File: src/rtl/tile_transform_scheduler_if.sv
// Stream and transform-unit bus between the tile fetch/result writer side (master)
// and the tile transform scheduler (slave).
interface tile_transform_scheduler_if #(
    parameter int unsigned DATA_WIDTH = 16
);
    logic                              in_valid;
    logic                              in_ready;
    logic [DATA_WIDTH-1:0]             in_data;
    logic [0:5][0:5][DATA_WIDTH-1:0]   ttu_tile_in;
    logic [0:5][0:5][DATA_WIDTH-1:0]   ttu_tile_out;
    logic                              ttu_transform_done;
    logic                              out_valid;
    logic                              out_ready;
    logic [DATA_WIDTH-1:0]             out_data;
    logic                              out_last;

    modport master (
        output in_valid, in_data, ttu_tile_out, ttu_transform_done, out_ready,
        input  in_ready, ttu_tile_in, out_valid, out_data, out_last
    );

    modport slave (
        input  in_valid, in_data, ttu_tile_out, ttu_transform_done, out_ready,
        output in_ready, ttu_tile_in, out_valid, out_data, out_last
    );
endinterface

File: src/rtl/tile_transform_scheduler.sv
// Job sequencer for the 6x6 tile transform unit: load 36 elements, wait for the unit, drain 36 results.
// Optional WAIT timeout/abort is built when TTS_TIMEOUT_EN is defined.
module tile_transform_scheduler #(
    parameter int unsigned DATA_WIDTH     = 16,
    parameter int unsigned COUNT_WIDTH    = 8,
    parameter int unsigned TIMEOUT_CYCLES = 255
) (
    input  logic                     clk,
    input  logic                     rst_n,
    input  logic                     i_start,
    input  logic [COUNT_WIDTH-1:0]   i_tile_count,
    output logic                     o_busy,
    output logic                     o_done,
    output logic                     o_error,
    output logic [COUNT_WIDTH-1:0]   o_tiles_done,
    tile_transform_scheduler_if.slave bus
);

    localparam int unsigned IDX_W    = 3;
    localparam int unsigned LAST_IDX = 5;

    typedef enum logic [2:0] {
        S_IDLE  = 3'd0,
        S_LOAD  = 3'd1,
        S_WAIT  = 3'd2,
        S_DRAIN = 3'd3,
        S_DONE  = 3'd4
    } state_t;

    typedef logic [0:5][0:5][DATA_WIDTH-1:0] tile_t;

    state_t                  r_state;
    state_t                  w_state_nxt;

    logic [IDX_W-1:0]        r_row;
    logic [IDX_W-1:0]        r_col;
    logic [IDX_W-1:0]        w_row_nxt;
    logic [IDX_W-1:0]        w_col_nxt;

    logic [COUNT_WIDTH-1:0]  r_count;
    logic [COUNT_WIDTH-1:0]  r_tiles_done;
    tile_t                   r_tile_in;
    tile_t                   r_result;
    logic                    r_wait_seen;

    logic                    r_busy;
    logic                    r_done;
    logic                    r_in_ready;
    logic                    r_out_valid;
    logic                    r_out_last;
    logic [DATA_WIDTH-1:0]   r_out_data;

    logic                    w_busy_nxt;
    logic                    w_done_nxt;
    logic                    w_in_ready_nxt;
    logic                    w_out_valid_nxt;
    logic                    w_out_last_nxt;
    logic [DATA_WIDTH-1:0]   w_out_data_nxt;

    logic                    w_in_hs;
    logic                    w_out_hs;
    logic                    w_elem_last;
    logic                    w_last_tile;
    logic                    w_start_acc;
    logic                    w_capture;
    logic                    w_timeout;

    assign w_in_hs     = r_in_ready & bus.in_valid;
    assign w_out_hs    = r_out_valid & bus.out_ready;
    assign w_elem_last = (r_row == IDX_W'(LAST_IDX)) && (r_col == IDX_W'(LAST_IDX));
    assign w_last_tile = ((r_tiles_done + COUNT_WIDTH'(1)) == r_count);
    assign w_start_acc = (r_state == S_IDLE) && i_start;
    // The first WAIT cycle may still see the previous tile's completion flag.
    assign w_capture   = (r_state == S_WAIT) && r_wait_seen && bus.ttu_transform_done;

`ifdef TTS_TIMEOUT_EN
    localparam int unsigned WAIT_W = (TIMEOUT_CYCLES > 1) ? $clog2(TIMEOUT_CYCLES) : 1;

    logic [WAIT_W-1:0] r_wait_cnt;
    logic              r_error;

    assign w_timeout = (r_state == S_WAIT) && (r_wait_cnt == WAIT_W'(TIMEOUT_CYCLES - 1));
    assign o_error   = r_error;

    // WAIT cycle counter and sticky abort flag
    always_ff @(posedge clk or negedge rst_n) begin
        if (!rst_n) begin
            r_wait_cnt <= '0;
            r_error    <= 1'b0;
        end else begin
            r_wait_cnt <= (r_state == S_WAIT) ? WAIT_W'(r_wait_cnt + WAIT_W'(1)) : '0;
            if (w_start_acc) begin
                r_error <= 1'b0;
            end else if (w_timeout && !w_capture) begin
                r_error <= 1'b1;
            end
        end
    end
`else
    assign w_timeout = 1'b0;
    assign o_error   = 1'b0;
`endif

    always_ff @(posedge clk or negedge rst_n) begin
        if (!rst_n) begin
            r_state <= S_IDLE;
        end else begin
            r_state <= w_state_nxt;
        end
    end

    // Next state, element position and registered-output next values
    always_comb begin
        w_state_nxt    = r_state;
        w_row_nxt      = r_row;
        w_col_nxt      = r_col;
        w_out_data_nxt = r_out_data;

        case (r_state)
            S_IDLE: begin
                if (i_start) begin
                    w_state_nxt = (i_tile_count != '0) ? S_LOAD : S_DONE;
                    w_row_nxt   = '0;
                    w_col_nxt   = '0;
                end
            end
            S_LOAD: begin
                if (w_in_hs && w_elem_last) begin
                    w_state_nxt = S_WAIT;
                end
            end
            S_WAIT: begin
                if (w_capture) begin
                    w_state_nxt    = S_DRAIN;
                    w_out_data_nxt = bus.ttu_tile_out[0][0];
                end else if (w_timeout) begin
                    w_state_nxt = S_DONE;
                end
            end
            S_DRAIN: begin
                if (w_out_hs && w_elem_last) begin
                    w_state_nxt = w_last_tile ? S_DONE : S_LOAD;
                end
            end
            S_DONE: begin
                w_state_nxt = S_IDLE;
            end
            default: begin
                w_state_nxt = S_IDLE;
            end
        endcase

        if (w_in_hs || w_out_hs) begin
            if (r_col == IDX_W'(LAST_IDX)) begin
                w_col_nxt = '0;
                w_row_nxt = w_elem_last ? '0 : IDX_W'(r_row + IDX_W'(1));
            end else begin
                w_col_nxt = IDX_W'(r_col + IDX_W'(1));
            end
        end

        if (w_out_hs && !w_elem_last) begin
            w_out_data_nxt = r_result[w_row_nxt][w_col_nxt];
        end

        w_busy_nxt      = (w_state_nxt == S_LOAD) || (w_state_nxt == S_WAIT) ||
                          (w_state_nxt == S_DRAIN);
        w_done_nxt      = (w_state_nxt == S_DONE);
        w_in_ready_nxt  = (w_state_nxt == S_LOAD);
        w_out_valid_nxt = (w_state_nxt == S_DRAIN);
        w_out_last_nxt  = (w_state_nxt == S_DRAIN) && w_last_tile &&
                          (w_row_nxt == IDX_W'(LAST_IDX)) && (w_col_nxt == IDX_W'(LAST_IDX));
    end

    // Datapath: counters, held tile, captured result and registered outputs
    always_ff @(posedge clk or negedge rst_n) begin
        if (!rst_n) begin
            r_row        <= '0;
            r_col        <= '0;
            r_count      <= '0;
            r_tiles_done <= '0;
            r_tile_in    <= '0;
            r_result     <= '0;
            r_wait_seen  <= 1'b0;
            r_busy       <= 1'b0;
            r_done       <= 1'b0;
            r_in_ready   <= 1'b0;
            r_out_valid  <= 1'b0;
            r_out_last   <= 1'b0;
            r_out_data   <= '0;
        end else begin
            r_row       <= w_row_nxt;
            r_col       <= w_col_nxt;
            r_wait_seen <= (r_state == S_WAIT) && (w_state_nxt == S_WAIT);
            r_busy      <= w_busy_nxt;
            r_done      <= w_done_nxt;
            r_in_ready  <= w_in_ready_nxt;
            r_out_valid <= w_out_valid_nxt;
            r_out_last  <= w_out_last_nxt;
            r_out_data  <= w_out_data_nxt;

            if (w_start_acc) begin
                r_count      <= i_tile_count;
                r_tiles_done <= '0;
            end else if (w_out_hs && w_elem_last) begin
                r_tiles_done <= COUNT_WIDTH'(r_tiles_done + COUNT_WIDTH'(1));
            end

            if (w_in_hs) begin
                r_tile_in[r_row][r_col] <= bus.in_data;
            end

            if (w_capture) begin
                r_result <= bus.ttu_tile_out;
            end
        end
    end

    assign o_busy          = r_busy;
    assign o_done          = r_done;
    assign o_tiles_done    = r_tiles_done;
    assign bus.in_ready    = r_in_ready;
    assign bus.out_valid   = r_out_valid;
    assign bus.out_last    = r_out_last;
    assign bus.out_data    = r_out_data;
    assign bus.ttu_tile_in = r_tile_in;

endmodule

File: src/flat_wrapper.sv
// flat-port wrapper written by rule: the top's interface ports become plain ports
module tile_transform_scheduler_flat 
#(
    parameter int unsigned DATA_WIDTH     = 16,
    parameter int unsigned COUNT_WIDTH    = 8,
    parameter int unsigned TIMEOUT_CYCLES = 255
)
  (clk, rst_n, i_start, i_tile_count, o_busy, o_done, o_error, o_tiles_done, bus_in_valid, bus_in_data, bus_ttu_tile_out, bus_ttu_transform_done, bus_out_ready, bus_in_ready, bus_ttu_tile_in, bus_out_valid, bus_out_data, bus_out_last);
  tile_transform_scheduler_if #(.DATA_WIDTH(DATA_WIDTH)) bus_i ();
  input  logic clk;
  input  logic rst_n;
  input  logic i_start;
  input  logic [COUNT_WIDTH-1:0] i_tile_count;
  output logic o_busy;
  output logic o_done;
  output logic o_error;
  output logic [COUNT_WIDTH-1:0] o_tiles_done;
  input wire logic [$bits(bus_i.in_valid)-1:0] bus_in_valid;
  input wire logic [$bits(bus_i.in_data)-1:0] bus_in_data;
  input wire logic [$bits(bus_i.ttu_tile_out)-1:0] bus_ttu_tile_out;
  input wire logic [$bits(bus_i.ttu_transform_done)-1:0] bus_ttu_transform_done;
  input wire logic [$bits(bus_i.out_ready)-1:0] bus_out_ready;
  output wire logic [$bits(bus_i.in_ready)-1:0] bus_in_ready;
  output wire logic [$bits(bus_i.ttu_tile_in)-1:0] bus_ttu_tile_in;
  output wire logic [$bits(bus_i.out_valid)-1:0] bus_out_valid;
  output wire logic [$bits(bus_i.out_data)-1:0] bus_out_data;
  output wire logic [$bits(bus_i.out_last)-1:0] bus_out_last;
  assign bus_i.in_valid = bus_in_valid;
  assign bus_i.in_data = bus_in_data;
  assign bus_i.ttu_tile_out = bus_ttu_tile_out;
  assign bus_i.ttu_transform_done = bus_ttu_transform_done;
  assign bus_i.out_ready = bus_out_ready;
  assign bus_in_ready = bus_i.in_ready;
  assign bus_ttu_tile_in = bus_i.ttu_tile_in;
  assign bus_out_valid = bus_i.out_valid;
  assign bus_out_data = bus_i.out_data;
  assign bus_out_last = bus_i.out_last;
  tile_transform_scheduler #(.DATA_WIDTH(DATA_WIDTH), .COUNT_WIDTH(COUNT_WIDTH), .TIMEOUT_CYCLES(TIMEOUT_CYCLES)) u_core (.clk(clk), .rst_n(rst_n), .i_start(i_start), .i_tile_count(i_tile_count), .o_busy(o_busy), .o_done(o_done), .o_error(o_error), .o_tiles_done(o_tiles_done), .bus(bus_i));
endmodule
File: config.mk
export PLATFORM = sky130hd
export DESIGN_NAME = tile_transform_scheduler_flat
export DESIGN_NICKNAME = d
export VERILOG_FILES = /design/src/rtl/tile_transform_scheduler_if.sv /design/src/rtl/tile_transform_scheduler.sv /design/src/flat_wrapper.sv
export SDC_FILE = /design/constraint.sdc
export NUM_CORES = 2
export LEC_CHECK = 0
export ABC_AREA = 1
export CAP_MARGIN = 20
export CORE_ASPECT_RATIO = 0.75
export CORE_UTILIZATION = 25
export CTS_CLUSTER_DIAMETER = 30
export DETAILED_ROUTE_END_ITERATION = 8
export GPL_ROUTABILITY_DRIVEN = 1
export PLACE_DENSITY = 0.49
export SLEW_MARGIN = 15
export SYNTH_ARGS = -nofsm -noshare
export SYNTH_HDL_FRONTEND = slang
export SYNTH_SLANG_ARGS = --single-unit
File: constraint.sdc
create_clock -name clk -period 5.4 [get_ports clk]
set_input_delay 1.08 -clock clk [delete_from_list [all_inputs] [get_ports clk]]
set_output_delay 1.08 -clock clk [all_outputs]
set_load 0.03 [all_outputs]
==> impl_metrics.csv <==
group,metric,value,unit
run_status,outcome,"finished, final reports clean",
timing,finalHoldViolCount,0,
finish,fill_cells,20400,
finish,num_antenna_cells,3,
timing,setup_ws,1.59,ns
yosys,ys_area,0.0508,mm²
worst_setup_path,crit_arrival,4.50,ns
floorplan,die_h,392,µm
grt,grt_max_degree,183,
timing,fin_crit_sh,70.5,%
finish,area_share_clock_buf_inv,12.8,%
worst_setup_path,critPathMaxFanout,34,
finish,layoutNonFillerInstCount,10000,
finish,final_layout_size_suffix_gt1_share,8.60,%
placed_design,portBuffers,1210,
worst_setup_path,crit_required,6.09,ns
cts,cts.sinks,1199,
worst_setup_path,timing.rr.start,"u_core.r_row[0]$_DFF_PN0_",
yosys,postSynthSeqShare,59.1,%
worst_setup_path,r2r_slack,1.85,ns
worst_setup_path,crit_path_max_incr_delay,0.60,ns
routing,dr_wl_met2,113,mm
finish,comb_share,22.4,%
cts,clkTransAtPathRegs,0.05,ns
hold_path,hp-class,"input port to async pin",
placed_design,dp_slack,0.867,ns
cts,hold_buffers,0,
timing,clock.fmax,263,MHz
finish,ff_count,1199,
finish,stdcell_area,0.0753,mm²
finish,logic_gate_count,3779,
timing,hold_ws,0.308,ns
placed_design,dp_hpwl,180,mm
timing,skew,0.0571,ns
worst_setup_path,path_class,"input port to register",
yosys,synthCells,5974,
finish,buffers,1315,
cts,cts.htree.levels,5,
yosys,syn-cell-area,0.0508,mm²
timing,tns,0,ns
cts,cts.path.max_buffers,4,
timing,tightestPinTransition,1.09,ns
finish,nonClkBufAreaFrac,17.7,%
yosys,largest_area_cell,"dfrtp_1",
finish,comb_area,0.0169,mm²
yosys,synth_top_area_share,59.1,%
floorplan,ioPinCount,1212,
worst_setup_path,r2r-end,"u_core.bus.out_data[6]$_DFFE_PN0P_",
timing,setup_viol,0,
yosys,ys_sh_mux,0,%
==> state kept, by name, summed over array words and instances (netlist names), 3 cells and up <==
register	cells
u_core.r_col	3
u_core.bus.ttu_tile_in	576
u_core.r_result	576
u_core.r_state	3
u_core.bus.out_data	16
u_core.o_tiles_done	8
u_core.r_row	3
u_core.r_count	8
==> power groups by stage <==
stage	Combinational [W]	Clock [W]	Sequential [W]
floorplan	0.00529	0	0.0145
finish	0.0132	0.0172	0.0130
detailed placement	0.0130	0	0.0131
global route	0.0141	0.0179	0.0133
CTS	0.0131	0.0174	0.0130
global placement	0.0130	0	0.0131
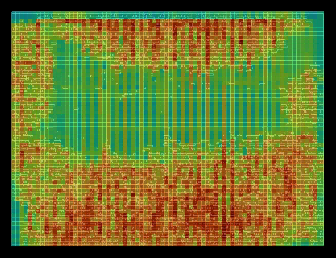
final_congestion.png
fin util: 37.5%
GR Util met1: 31.7%

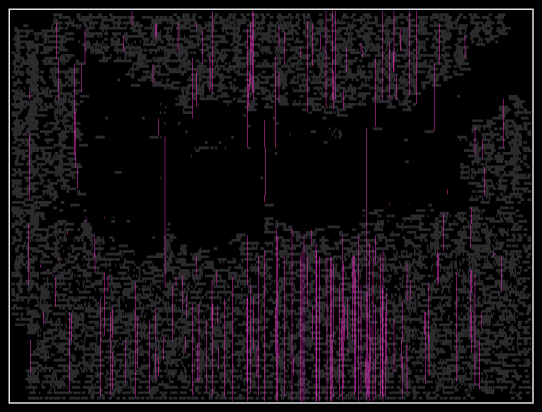
met4.png
(1 px per µm) Cells faint in the background.
wire length on this layer: 11500 µm
share of all routed wire: 4.5%
main direction: vertical
nets with wire on the layer: 151
wirelength, routed: 253 mm
DR vias: 47700

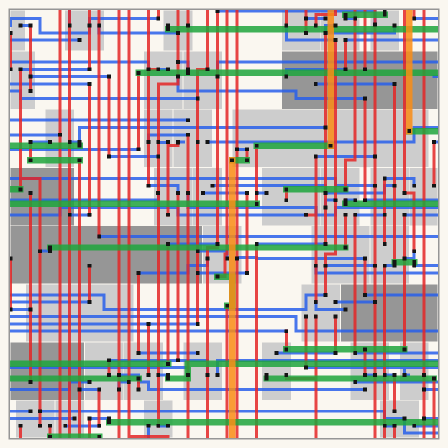
zoom.png
Window x 382 to 402, y 88 to 108 µm. Cells in grey, sequential cells in the stronger grey; small squares are vias.
| colour | layer |
|---|---|
| red | met2 |
| green | met3 |
| blue | met1 |
| orange | met4 |
cells with their middle in the window: 35
netlist names of flops here include: `u_core.r_result` (2)
most frequent: nand3_1 (17), nand2_1 (7), o21ai_0 (3)
sequential cells in the window: 2

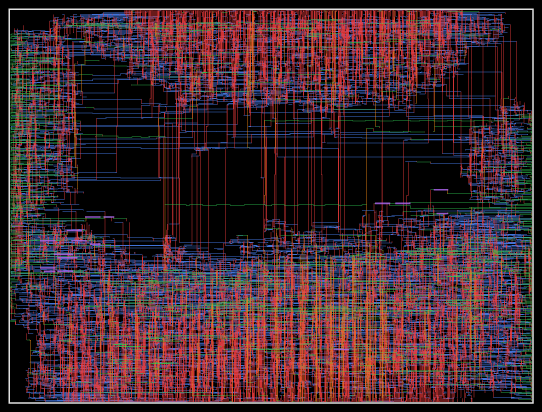
metal_stack.png
(1 px per µm)
| colour | layer | wire length |
|---|---|---|
| blue | met1 | 108 mm |
| red | met2 | 113 mm |
| orange | met4 | 11500 µm |
| purple | met5 | 212 µm |
| green | met3 | 20.5 mm |

No activity file was given, so power comes from the tool's default toggle rates.
